### Placement view, run 1

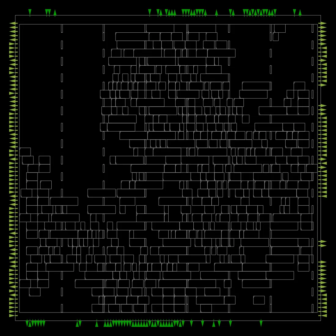
### Nets reached from selected ports, run 1

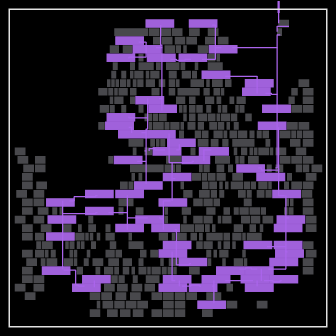
### M3 wires, run 1

Bar = 20 um.
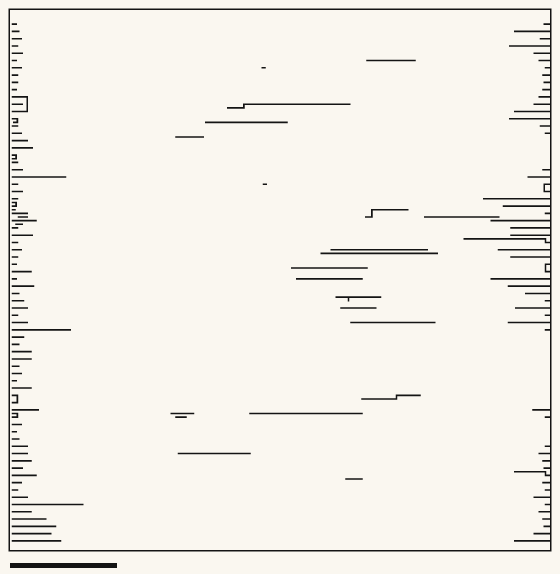
### Placement density heat map, run 1

10 x 10 tiles, from black (low) to pale yellow (high), 0 to 100% covered.
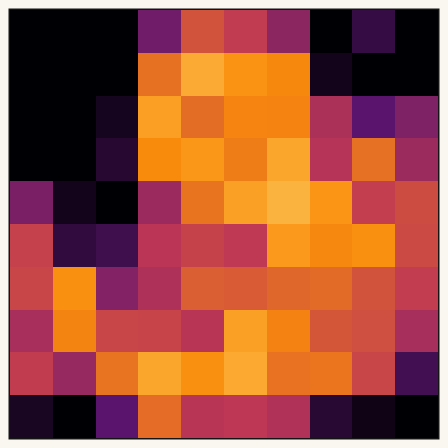
`src/rtl/ocm_load_pkg.sv`:
```
// ==== ocm_load_pkg: shared types and helpers for the OCM table loader ====
// Rev 1.0
`default_nettype none

package ocm_load_pkg;

    localparam int MAX_CLIENTS = 32;
    localparam int CL_W        = 5;
    localparam int MAX_VEC_W   = 1024;

    typedef enum logic [2:0] {
        IDLE      = 3'd0,
        FETCH     = 3'd1,
        DRAIN     = 3'd2,
        WAIT_DONE = 3'd3,
        RUN       = 3'd4,
        ERR       = 3'd5
    } state_t;

    // Field widths handled here are at most 31 bits.
    function automatic logic [31:0] cfg_slice(input logic [MAX_VEC_W-1:0] vec,
                                              input int unsigned idx,
                                              input int unsigned width);
        logic [MAX_VEC_W-1:0] shifted;
        shifted = vec >> (idx * width);
        return shifted[31:0] & ((32'h1 << width) - 32'h1);
    endfunction

    // Lowest client index >= from with a nonzero length; MAX_CLIENTS if none.
    function automatic int next_nonzero(input logic [MAX_CLIENTS-1:0] nz, input int from);
        int   result;
        logic found;
        result = MAX_CLIENTS;
        found  = 1'b0;
        for (int i = 0; i < MAX_CLIENTS; i++) begin
            if (!found && (i >= from) && nz[i[CL_W-1:0]]) begin
                result = i;
                found  = 1'b1;
            end
        end
        return result;
    endfunction

endpackage

`default_nettype wire

```
`src/rtl/ocm_rd_align.sv`:
```
// ==== ocm_rd_align: LAT-deep line aligning {valid, client, location} with OCM read data ====
// Rev 1.0
`default_nettype none

module ocm_rd_align #(
    parameter int LAT   = 1,
    parameter int CI_W  = 1,
    parameter int LOC_W = 8
) (
    input  logic             clk,
    input  logic             rstn,
    input  logic             in_valid,
    input  logic [CI_W-1:0]  in_client,
    input  logic [LOC_W-1:0] in_loc,
    output logic             out_valid,
    output logic [CI_W-1:0]  out_client,
    output logic [LOC_W-1:0] out_loc
);

    localparam int W = 1 + CI_W + LOC_W;

    logic [W-1:0] stage [LAT];

    always_ff @(posedge clk or negedge rstn) begin
        if (!rstn) begin
            for (int s = 0; s < LAT; s++) begin
                stage[s] <= '0;
            end
        end else begin
            stage[0] <= {in_valid, in_client, in_loc};
            for (int s = 1; s < LAT; s++) begin
                stage[s] <= stage[s-1];
            end
        end
    end

    assign {out_valid, out_client, out_loc} = stage[LAT-1];

endmodule

`default_nettype wire

```
`src/rtl/ocm_load_sequencer.sv`:
```
// ==== ocm_load_sequencer: streams per-client OCM tables into consumers in client order ====
// Rev 1.0
`default_nettype none

module ocm_load_sequencer
    import ocm_load_pkg::*;
#(
    parameter int NUM_CLIENTS = 2,
    parameter int ADDR_W      = 14,
    parameter int DATA_W      = 64,
    parameter int LOC_W       = 8,
    parameter int ADDR_STEP   = 4,
    parameter int RD_LAT      = 1,
    parameter int TIMEOUT     = 1024
) (
    input  logic                               clk,
    input  logic                               rstn,
    input  logic                               start,
    input  logic                               en,
    input  logic [NUM_CLIENTS*ADDR_W-1:0]      cfg_base,
    input  logic [NUM_CLIENTS*(LOC_W+1)-1:0]   cfg_len,
    output logic [ADDR_W-1:0]                  mem_addr,
    input  logic [DATA_W-1:0]                  mem_data_in,
    output logic [DATA_W-1:0]                  mem_data,
    output logic [NUM_CLIENTS-1:0]             load_mem,
    output logic [LOC_W-1:0]                   location,
    input  logic [NUM_CLIENTS-1:0]             done_wait,
    output logic [NUM_CLIENTS-1:0]             client_en,
    output logic                               busy,
    output logic                               done,
    output logic                               err
);

    localparam int CI_W  = (NUM_CLIENTS > 1) ? $clog2(NUM_CLIENTS) : 1;
    localparam int LEN_W = LOC_W + 1;
    localparam int TMR_W = $clog2(TIMEOUT + RD_LAT + 1);

    state_t                 state, state_nxt;
    logic [CI_W-1:0]        cur;
    logic [LEN_W-1:0]       cur_len;
    logic [LEN_W-1:0]       issue_cnt;
    logic [TMR_W-1:0]       timer;

    logic [NUM_CLIENTS-1:0] nz;
    logic [MAX_CLIENTS-1:0] nz_ext;
    int                     first_k;
    int                     next_k;
    logic                   first_ok;
    logic                   next_ok;
    logic [CI_W-1:0]        sel_idx;
    logic [ADDR_W-1:0]      sel_base;
    logic [LEN_W-1:0]       sel_len;

    logic                   launch;
    logic                   go_fetch;
    logic                   go_run;
    logic                   go_err;
    logic                   issue;

    logic                   al_valid;
    logic [CI_W-1:0]        al_client;

    for (genvar i = 0; i < NUM_CLIENTS; i++) begin : g_nz
        assign nz[i] = |cfg_len[i*LEN_W +: LEN_W];
    end

    assign nz_ext = MAX_CLIENTS'(nz);

    // The client selected for the next FETCH: first one on a launch, following one from WAIT_DONE.
    always_comb begin
        first_k  = next_nonzero(nz_ext, 0);
        next_k   = next_nonzero(nz_ext, int'(cur) + 1);
        first_ok = (first_k < NUM_CLIENTS);
        next_ok  = (next_k < NUM_CLIENTS);
        sel_idx  = (state == WAIT_DONE) ? CI_W'(next_k) : CI_W'(first_k);
        sel_base = ADDR_W'(cfg_slice(MAX_VEC_W'(cfg_base), int'(sel_idx), ADDR_W));
        sel_len  = LEN_W'(cfg_slice(MAX_VEC_W'(cfg_len), int'(sel_idx), LEN_W));
    end

    always_comb begin
        state_nxt = state;
        launch    = 1'b0;
        go_fetch  = 1'b0;
        go_run    = 1'b0;
        go_err    = 1'b0;
        issue     = 1'b0;
        case (state)
            IDLE, RUN, ERR: begin
                if (start) begin
                    launch = 1'b1;
                    if (first_ok) begin
                        state_nxt = FETCH;
                        go_fetch  = 1'b1;
                    end else begin
                        state_nxt = RUN;
                        go_run    = 1'b1;
                    end
                end
            end
            FETCH: begin
                issue = 1'b1;
                if (issue_cnt == cur_len - LEN_W'(1)) begin
                    state_nxt = DRAIN;
                end
            end
            DRAIN: begin
                if (timer == TMR_W'(RD_LAT - 1)) begin
                    state_nxt = WAIT_DONE;
                end
            end
            WAIT_DONE: begin
                if (done_wait[cur]) begin
                    if (next_ok) begin
                        state_nxt = FETCH;
                        go_fetch  = 1'b1;
                    end else begin
                        state_nxt = RUN;
                        go_run    = 1'b1;
                    end
                end else if (timer == TMR_W'(TIMEOUT - 1)) begin
                    state_nxt = ERR;
                    go_err    = 1'b1;
                end
            end
            default: state_nxt = IDLE;
        endcase
    end

    always_ff @(posedge clk or negedge rstn) begin
        if (!rstn) begin
            state <= IDLE;
        end else begin
            state <= state_nxt;
        end
    end

    always_ff @(posedge clk or negedge rstn) begin
        if (!rstn) begin
            cur       <= '0;
            cur_len   <= '0;
            issue_cnt <= '0;
            mem_addr  <= '0;
            timer     <= '0;
            busy      <= 1'b0;
            done      <= 1'b0;
            err       <= 1'b0;
            client_en <= '0;
        end else begin
            if (go_fetch) begin
                cur       <= sel_idx;
                cur_len   <= sel_len;
                mem_addr  <= sel_base;
                issue_cnt <= '0;
                busy      <= 1'b1;
            end else if (issue) begin
                mem_addr  <= mem_addr + ADDR_W'(ADDR_STEP);
                issue_cnt <= issue_cnt + LEN_W'(1);
            end

            // One timer serves both the drain countdown and the done_wait timeout.
            if (state != state_nxt) begin
                timer <= '0;
            end else if (state == DRAIN || state == WAIT_DONE) begin
                timer <= timer + TMR_W'(1);
            end

            if (launch) begin
                err  <= 1'b0;
                done <= 1'b0;
            end
            if (go_run) begin
                done <= 1'b1;
                busy <= 1'b0;
            end
            if (go_err) begin
                err  <= 1'b1;
                busy <= 1'b0;
            end

            if (state == RUN && !start) begin
                client_en <= {NUM_CLIENTS{en}};
            end else begin
                client_en <= '0;
            end
        end
    end

    ocm_rd_align #(
        .LAT   (RD_LAT),
        .CI_W  (CI_W),
        .LOC_W (LOC_W)
    ) u_align (
        .clk        (clk),
        .rstn       (rstn),
        .in_valid   (issue),
        .in_client  (cur),
        .in_loc     (issue_cnt[LOC_W-1:0]),
        .out_valid  (al_valid),
        .out_client (al_client),
        .out_loc    (location)
    );

    for (genvar i = 0; i < NUM_CLIENTS; i++) begin : g_load
        assign load_mem[i] = al_valid && (al_client == CI_W'(i));
    end

    assign mem_data = mem_data_in;

endmodule

`default_nettype wire

```
`config.mk`:
```
export PLATFORM = sky130hd
export DESIGN_NAME = ocm_load_sequencer
export DESIGN_NICKNAME = d
export VERILOG_FILES = /design/src/rtl/ocm_load_pkg.sv /design/src/rtl/ocm_rd_align.sv /design/src/rtl/ocm_load_sequencer.sv
export SDC_FILE = /design/constraint.sdc
export NUM_CORES = 1
export LEC_CHECK = 0
export CAP_MARGIN = 20
export CORE_UTILIZATION = 40
export DETAILED_ROUTE_END_ITERATION = 16
export PLACE_DENSITY = 0.82
export SLEW_MARGIN = 20
export SYNTH_ARGS = -nofsm -noshare
export SYNTH_HDL_FRONTEND = slang
export SYNTH_SLANG_ARGS = --single-unit
```
`constraint.sdc`:
```
create_clock -name clk -period 2.8 [get_ports clk]
set_clock_uncertainty 0.1 [all_clocks]
set_input_delay 0.42 -clock clk [delete_from_list [all_inputs] [get_ports clk]]
set_output_delay 0.42 -clock clk [all_outputs]
set_load 0.05 [all_outputs]
```
==> impl_metrics.py, run 1 <==
# Flow results
metrics = {
    "worst_setup_path": {
        "endpoint_kind": "flop",
        "crit-reg2reg-capture": "timer[0]",
        "cp_max_fo": 11,
        "crit_type": "reg -> reg",
        "cpMaxStageDelayCell": "dfrtp_1",
        "cp.required_ps": 2930,
        "crit_cells": 9,
        "ff2ff_path_depth": 9,
        "path_cells": "inv_1, ha_2, o21ba_2, a221o_1, a222oi_1, o211ai_1, nor3_2, buf_4, nor3_1",
        "worst_ep_arrival_time_ps": 2760,
        "crit_end": "timer[0]",
        "cp-start-kind": "flop",
        "rr_startpoint": "cur_len[0]",
    },
    "synthesis": {
        "yosysTopAreaCell": "dfrtp_1",
        "synth_area_um2": 3913,
        "edf_count": 0,
        "synthesis.nets": 551,
        "syn_area_per_cell_um2": 9.099,
        "synth-area-yosys_um2": 3913,
        "top_cells_by_area": "dfrtp_1, buf_4, mux2i_1",
        "top_cell_area_share_pct": 39.02,
        "synth_cells": 430,
        "top_cells_by_count": "buf_4, dfrtp_1, nand2_1, nor2_1, mux2i_1",
        "yosysUniqueCellTypes": 49,
        "ys.flops": 61,
        "yosysSeqAreaShare_pct": 39.02,
    },
    "grt": {
        "use_met2_pct": 32.35,
        "grt_use_total_pct": 19.74,
        "grt_max_degree": 30,
        "grt_pass1_vias": 3150,
        "busiest_layer": "met2",
        "antenna_found_initial": 0,
        "met1_usage_pct": 23.23,
        "grt_pass1_wl_mm": 15.48,
    },
    "sta": {
        "worstMarginPinSlew_ps": 702.5,
        "tns_ps": 0,
        "rsz0062_at_grt": "no",
        "fin_crit_sh_pct": 93.80,
        "worst_slack_ps": 173.6,
        "drv_slew": 0,
        "fin_hold_ws_ps": 380.1,
    },
    "status": {
        "status": "complete, no violations",
    },
    "placed_design": {
        "dpl_worst_slack_ps": -80.94,
        "hpwl_mm": 7.312,
        "gp_congestion": 0.8744,
    },
    "final_layout": {
        "final_nets": 572,
        "antenna_cells": 0,
        "fin_area_um2": 4647,
        "drive_above_1_share_pct": 8.772,
        "syn_to_final_growth_pct": 18.77,
    },
    "floorplanning": {
        "dieWidth_um": 100.9,
        "fp.dieH_um": 100.9,
    },
    "clock_network": {
        "htree_levels": 3,
        "cts_tree": "built",
        "ctsResizeCount": 0,
        "cts_setup_buffers": 0,
        "hold_buffers": 1,
        "clk_latency_ps": 350,
        "ctsRootBufferMaster": "clkbuf_8",
        "clkTransAtPathRegs_ps": 70,
    },
    "pwr": {
        "p_int_uw": 2558,
        "power.density_nw_per_um2": 973.5,
        "p_sw_share_pct": 43.46,
        "p_seq_share_pct": 32.4,
    },
    "hold_path": {
        "hold_end": "u_align.stage[4]",
        "hold_path_class": "reg -> reg",
        "hold_depth": 0,
    },
    "route": {
        "drt_drc_violations_left": 0,
        "routed_wl_mm": 9.698,
    },
}
-- 'Placement view' (at the start) --
Final Instance Count excl. Fillers: 585
post-layout util: 49.59%
tap cell count: 129

-- 'Nets reached from selected ports' (at the start) --
- `rstn`: purple (direction input; end cells 61; wire 472 um)
input/output buffers: 80
IO Pins: 209

-- 'M3 wires' (at the start) --
- wire length on this layer: 635 um
- main direction: horizontal

-- 'Placement density heat map' (at the start) --
- mean over tiles: 44%
- fullest tile: 84%
- tiles over 75% full: 15%
- nearly empty tiles: 17%
Core Util at FP: 41.75%
Core ar.: 9371 um2

run 1: layer usage:
layer | part of all wire (%) | vias up
met1 | 39 | 1505
met2 | 49 | 112
met3 | 6.5 | 60
met4 | 4.8 | 0
met5 | 0 | -
li1 | - | 1468
run 1: flip-flops by register name, indices dropped and copies added (netlist names), 3 cells and up:
register	flops
mem_addr	14
timer	11
u_align.stage	10
cur_len	9
issue_cnt	9
state	3
run 1: power by group through the flow:
stage	Sequential [uW]	Clock (uW)	Combinational, uW
floorplan	1840	0	1310
global placement	1460	0	2110
detailed placement	1470	0	2190
CTS	1470	876	2200
global route	1510	928	2370
finish	1460	862	2200
run 1: cell families (layout without fill, tap and decap cells):
kind of cell	Yosys count	after routing	synth area share, %
buffers and inverters	91	117	15.38
muxes	26	26	6.652
AOI/OAI and AO/OA	50	50	8.155
and+or+nand+nor	159	159	20.69
DFF	61	61	39.01
xor gates and xnor gates	38	38	8.507
adders and majority gates	5	5	1.599
run 1: placed cells by master (no fill, tap or decap), types with 3 or more instances in the layout:
master           instances
a211oi_1                 3
a21oi_1                 13
and2_1                   4
and3_1                   7
buf_4                   10
clkbuf_8                 9
clkdlybuf4s50_1         79
dfrtp_1                 60
ha_1                     4
inv_1                    8
mux2i_1                 26
nand2_1                 36
nand2b_1                 5
nand3_1                 14
nand4_1                 13
nor2_1                  32
nor2b_1                  5
nor3_1                  19
nor4_1                   7
o211ai_1                 3
o21ai_0                 16
xnor2_1                 21
xor2_1                  17
run 1: cell type report:
class                           count  area (um2)
Multi-Input combinational cell    278        1793
Timing Repair Buffer               93       920.9
Sequential cell                    61        1528
Clock inverter                      6       86.33
Tap cell                          129       161.4
Clock buffer                       10       127.6
Inverter                            8       30.03
Fill cell                         906        4725
## Run 2: what changed since run 1
--- a/config.mk
+++ b/config.mk
@@ -5,6 +5,7 @@
 export SDC_FILE = /design/constraint.sdc
 export NUM_CORES = 1
 export LEC_CHECK = 0
+export ABC_CLOCK_PERIOD_IN_PS = 2800
 export CAP_MARGIN = 20
 export CORE_UTILIZATION = 40
 export DETAILED_ROUTE_END_ITERATION = 16
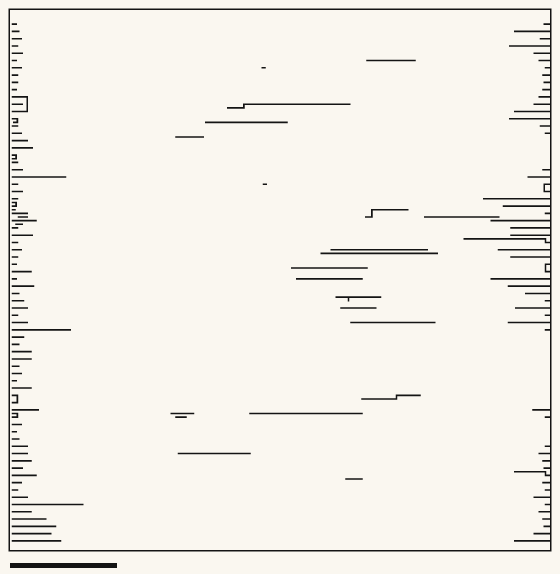
*M3 wires, run 2*
Bar = 20 um.
- nets with wire on the layer: 104
- longest straight run: 21.6 um
- main direction: horizontal

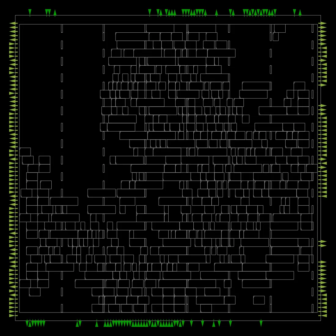
*Placement view, run 2*
fraction of area in registers: 32.88%
Flops: 61
cell row count: 35

==> run 2 against run 1 <==
Effect of this change: non-clock buffer count stayed put; flip-flop count stayed put; total power did not move; synthesized cell count is the same; core utilization unchanged; worst hold slack is the same; global-route usage did not move; critical endpoint unchanged; highest routed layer unchanged.
==> impl_metrics.py, run 2 <==
# Flow results
metrics = {
    "synthesis": {
        "edf_count": 0,
        "top_cells_by_count": "buf_4, dfrtp_1, nand2_1, nor2_1, mux2i_1",
        "synth_area_um2": 3913,
        "yosysSeqAreaShare_pct": 39.02,
        "yosysTopAreaCell": "dfrtp_1",
        "synthesis.nets": 551,
        "ys.flops": 61,
        "top_cell": "buf_4",
        "synth_cells": 430,
        "top_cell_area_share_pct": 39.02,
        "syn_area_per_cell_um2": 9.099,
    },
    "grt": {
        "grt_max_degree": 30,
        "grt_use_total_pct": 19.74,
        "grt_pass1_wl_mm": 15.48,
        "antenna_found_initial": 0,
    },
    "floorplanning": {
        "core-area_um2": 9371,
        "ios": 209,
        "fp_util_pct": 41.75,
        "fp.dieH_um": 100.9,
    },
    "placed_design": {
        "gp_congestion": 0.8744,
        "dpl_worst_slack_ps": -80.94,
        "hpwl_mm": 7.312,
    },
    "clock_network": {
        "htree_levels": 3,
        "clock-sinks": 61,
        "clkTransAtPathRegs_ps": 70,
        "cts_tree": "built",
        "clk_latency_ps": 350,
        "ctsRootBufferMaster": "clkbuf_8",
    },
    "final_layout": {
        "syn_to_final_growth_pct": 18.77,
        "final_cell_count_no_fill": 585,
        "largest_register_ffs": 14,
        "final_nets": 572,
        "fin_area_um2": 4647,
        "layout_top_cell": "clkdlybuf4s50_1",
        "final.fill_count": 906,
        "final_cell_mix": "clkdlybuf4s50_1, dfrtp_1, nand2_1",
        "top_register": "mem_addr",
        "antenna_cells": 0,
        "biggestRegsByFlops": "mem_addr: 14 flops, timer: 11 flops, u_align.stage: 10 flops",
    },
    "worst_setup_path": {
        "cp.required_ps": 2930,
        "crit_type": "reg -> reg",
        "cp_max_fo": 11,
        "worst_ep_arrival_time_ps": 2760,
        "endpoint_kind": "flop",
        "rr_startpoint": "cur_len[0]",
    },
    "pwr": {
        "p_clk_uw": 862,
        "p_sw_share_pct": 43.46,
        "p_int_uw": 2558,
        "power.switching_uw": 1966,
        "power.density_nw_per_um2": 973.5,
        "power_leader": "combinational cells",
        "p_seq_share_pct": 32.4,
    },
    "status": {
        "status": "complete, no violations",
    },
    "sta": {
        "drv_slew": 0,
        "fin_hold_ws_ps": 380.1,
        "tns_ps": 0,
        "rsz0062_at_grt": "no",
        "worst_slack_ps": 173.6,
    },
    "hold_path": {
        "hold_path_class": "reg -> reg",
    },
    "route": {
        "routed_wl_mm": 9.698,
    },
}
==> run 2: cell counts in the layout (fill, tap and decap cells not counted) <==
Identical to the previous run, type by type.
==> run 2: critical path: stages, from the launching register on <==
cell and delay [ps]:
dfrtp_1 450, inv_1 70, ha_2 250, o21ba_2 210, a221o_1 350, a222oi_1 320, o211ai_1 250, nor3_2 220
buf_4 200, nor3_1 70
==> run 2: final cells by class <==
type	instances	area, um2	area share (%)
multi-input cells	278	1793	38.58
flip-flops and latches	61	1528	32.88
repair buffers	93	920.9	19.82
well taps	129	161.4	3.473
clock buffers	10	127.6	2.746
clock inverters	6	86.33	1.858
inverters	8	30.03	0.6462
==> run 2: cell families (layout without fill, tap and decap cells) <==
group	count (synthesis)	after routing	share of synthesized area, %
AND-OR/OR-AND	50	50	8.155
XOR/XNOR	38	38	8.507
adder cells (fa/ha/maj)	5	5	1.599
buffers and inverters	91	117	15.38
flip-flops	61	61	39.01
multiplexers	26	26	6.652
AND/OR/NAND/NOR	159	159	20.69
==> run 2: layer usage <==
layer | part of all wire (%) | global-route usage [%] | wire length (um)
met1 | 39 | 23.23 | 3813
met3 | 6.5 | 3.537 | 634
met2 | 49 | 32.35 | 4779
met5 | 0 | 0 | 0
met4 | 4.8 | 14.49 | 469
==> run 2: repair_timing <==
item | 4_1_cts | 5_1_grt
endpoints found under the hold margin | 19 | 0
buffers inserted | 0 | 1
setup endpoints to repair | 0 | 11
gates resized | 0 | 2
hold buffers | 1 | 0
==> run 2: final timing paths <==
kind | to | slack, ps | cells past startpoint
worst max-delay path | timer[0] | 170 | 9
worst min-delay path | u_align.stage[4] | 380 | 0
worst max register to register | timer[0] | 170 | 9
worst min register to register | u_align.stage[4] | 380 | 0
max in group asynchronous | cur_len[1] | 1470 | 3
min in group asynchronous | u_align.stage[8] | 460 | 2
### Gate-type map, run 2

Bar = 20 um.
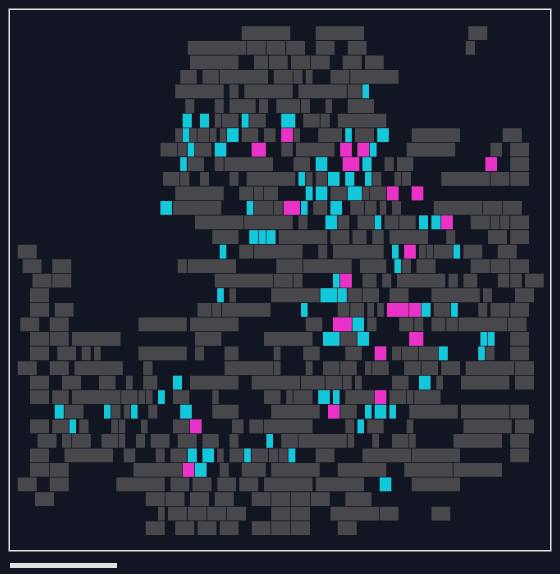

## Run 3: what changed since run 2
--- a/config.mk
+++ b/config.mk
@@ -10,6 +10,7 @@
 export CORE_UTILIZATION = 40
 export DETAILED_ROUTE_END_ITERATION = 16
 export PLACE_DENSITY = 0.82
+export SETUP_SLACK_MARGIN = 0.3
 export SLEW_MARGIN = 20
 export SYNTH_ARGS = -nofsm -noshare
 export SYNTH_HDL_FRONTEND = slang
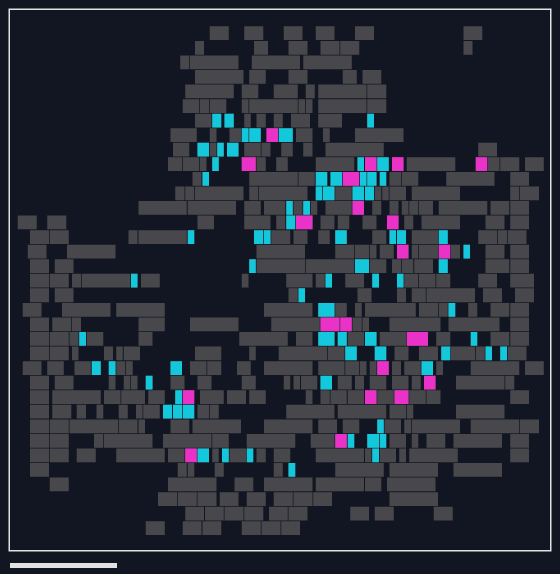
*Gate-type map, run 3*
Bar = 20 um.
- AND and OR gates: magenta (cells 21)
- NAND gates: cyan (cells 72)
Final Instance Count excl. Fillers: 589
Commonest Layout Cell: clkdlybuf4s50_1

==> run 3 against run 2 <==
Effect of this change: combinational power rose by 3%; clock-buffer cell count fell by 1; non-clock buffer count rose by 4; clock power fell by 8.7%; sequential share of layout area fell by 0.34 points; via count rose by 1.6%; largest power group unchanged.
==> impl_metrics.py, run 3 <==
# Flow results
metrics = {
    "placed_design": {
        "dpl_worst_slack_ps": -51.85,
        "dp_cells": 568,
        "gp_congestion": 0.8495,
        "port_buffers": 80,
        "hpwl_mm": 7.389,
    },
    "clock_network": {
        "cts_tree": "built",
        "htree_levels": 3,
        "clock-sinks": 61,
        "clkTransAtPathRegs_ps": 70,
        "clk_latency_ps": 340,
        "ctsRootBufferMaster": "clkbuf_8",
    },
    "worst_setup_path": {
        "endpoint_kind": "flop",
        "critical_path_buf_inv_count": 2,
        "worst_ep_arrival_time_ps": 2620,
        "crit_type": "reg -> reg",
        "path_cells": "inv_1, ha_4, o21ba_2, a221o_1, a222oi_1, o211ai_1, nor3_2, buf_6, nor3_1",
        "cp_max_fo": 11,
        "cp.required_ps": 2930,
        "rr_startpoint": "cur_len[1]",
        "slowest_delay_ps": 400,
        "cp-start-kind": "flop",
        "cpMaxStageDelayCell": "dfrtp_2",
        "cp_top_family": "AND-OR/OR-AND gates",
    },
    "sta": {
        "rsz0062_at_grt": "yes",
        "drv_slew": 0,
        "fin_crit_sh_pct": 88.90,
        "worstMarginPinSlew_ps": 671.6,
        "tns_ps": 0,
        "worst_slack_ps": 310.7,
        "fin_hold_ws_ps": 383.0,
    },
    "pwr": {
        "power.density_nw_per_um2": 960.3,
        "p_leak_uw": 0.001893,
        "power_uw": 4517,
    },
    "synthesis": {
        "edf_count": 0,
        "synth-area-yosys_um2": 3913,
        "syn_area_per_cell_um2": 9.099,
        "yosysTopAreaCell": "dfrtp_1",
        "top_cells_by_count": "buf_4, dfrtp_1, nand2_1, nor2_1, mux2i_1",
        "top_cell": "buf_4",
        "yosysUniqueCellTypes": 49,
        "ys.flops": 61,
        "synth_cells": 430,
        "top_cell_area_share_pct": 39.02,
        "top_cells_by_area": "dfrtp_1, buf_4, mux2i_1",
        "synthesis.nets": 551,
        "synth_area_um2": 3913,
        "yosys_warnings": 0,
        "yosysSeqAreaShare_pct": 39.02,
        "async_reset_ff_share_pct": 100.0,
    },
    "route": {
        "routed_wl_mm": 9.882,
        "vias": 3194,
        "via_per_inst": 5.423,
        "drt_drc_violations_left": 0,
    },
    "status": {
        "status": "complete, no violations",
    },
    "grt": {
        "grt_use_total_pct": 20.12,
        "grt_pass1_vias": 3177,
        "grt_pass1_wl_mm": 15.66,
        "antenna_found_initial": 0,
        "grt_max_degree": 30,
    },
    "floorplanning": {
        "fp.dieH_um": 100.9,
        "dieWidth_um": 100.9,
        "ios": 209,
        "fp_util_pct": 41.75,
        "core-area_um2": 9371,
        "placementRows": 35,
    },
    "final_layout": {
        "final.fill_count": 894,
        "utilization_pct": 50.19,
        "antenna_cells": 0,
        "final_nets": 576,
        "final_cell_mix": "clkdlybuf4s50_1, dfrtp_1, nand2_1",
        "top_register": "mem_addr",
        "fin_area_um2": 4703,
        "biggestRegsByFlops": "mem_addr: 14 flops, timer: 11 flops, u_align.stage: 10 flops",
        "syn_to_final_growth_pct": 20.21,
        "largest_register_ffs": 14,
        "drive_above_1_share_pct": 11.09,
    },
    "hold_path": {
        "hold_path_class": "reg -> reg",
    },
}
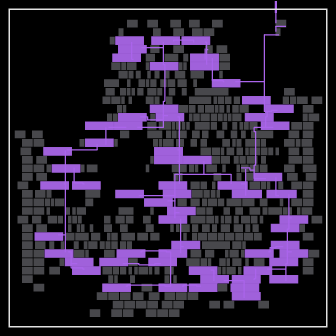
*Nets reached from selected ports, run 3*
- `rstn`: purple (direction input; end cells 61; wire 481 um)

[run 3: cell counts after synthesis]
Identical to the previous run, type by type.
[run 3: what timing repair did]
| action | 4_1_cts | 5_1_grt |
|---|---|---|
| endpoints found under the hold margin | 21 | 0 |
| pin swaps | 3 | 2 |
| endpoints found under the setup margin | 13 | 15 |
| resized | 6 | 4 |
| buffers inserted | 4 | 0 |
| hold buffers | 1 | 0 |
[run 3: report_power, final]
group          leakage (uW)  internal (uW)  switching, uW
clock network     0.0000918            413            374
registers          0.000772           1150            312
logic               0.00103            956           1310
[run 3: cell type report]
cell class              count  area [um2]  share of cell area [%]
flip-flops and latches     61        1530                   32.54
multi-input cells         278        1828                   38.87
repair buffers             97       954.7                   20.30
inverters                   8       30.03                  0.6385
clock buffers               9       123.9                   2.634
well taps                 129       161.4                   3.432
clock inverters             7       75.07                   1.596
[run 3: layer usage]
layer  part of all wire [%]  GRT usage, %  wire (um)
met3                    7.7         4.854        761
met5                      0             0          0
met1                     38         22.70       3802
met4                    4.9         13.71        487
met2                     49         33.72       4830
[run 3: path summary, 6_finish.rpt]
| check | slack, ps | end | depth (start not counted) |
|---|---|---|---|
| hold reg to reg | 380 | mem_addr[1] | 2 |
| max in group asynchronous | 1430 | mem_addr[11] | 3 |
| hold / removal | 380 | mem_addr[1] | 2 |
| setup reg to reg | 310 | timer[2] | 9 |
| min in group asynchronous | 470 | err | 2 |
| setup / recovery | 310 | timer[2] | 9 |
[run 3: kinds of logic after synthesis]
| kind of cell | after synthesis | synth area share, % |
|---|---|---|
| muxes | 26 | 6.652 |
| buffers and inverters | 91 | 15.38 |
| DFF | 61 | 39.01 |
| AOI/OAI and AO/OA | 50 | 8.155 |
| and+or+nand+nor | 159 | 20.69 |
| xor gates and xnor gates | 38 | 8.507 |
| adders and majority gates | 5 | 1.599 |
Power figures rest on the tool's default switching activity, not on a simulated workload.
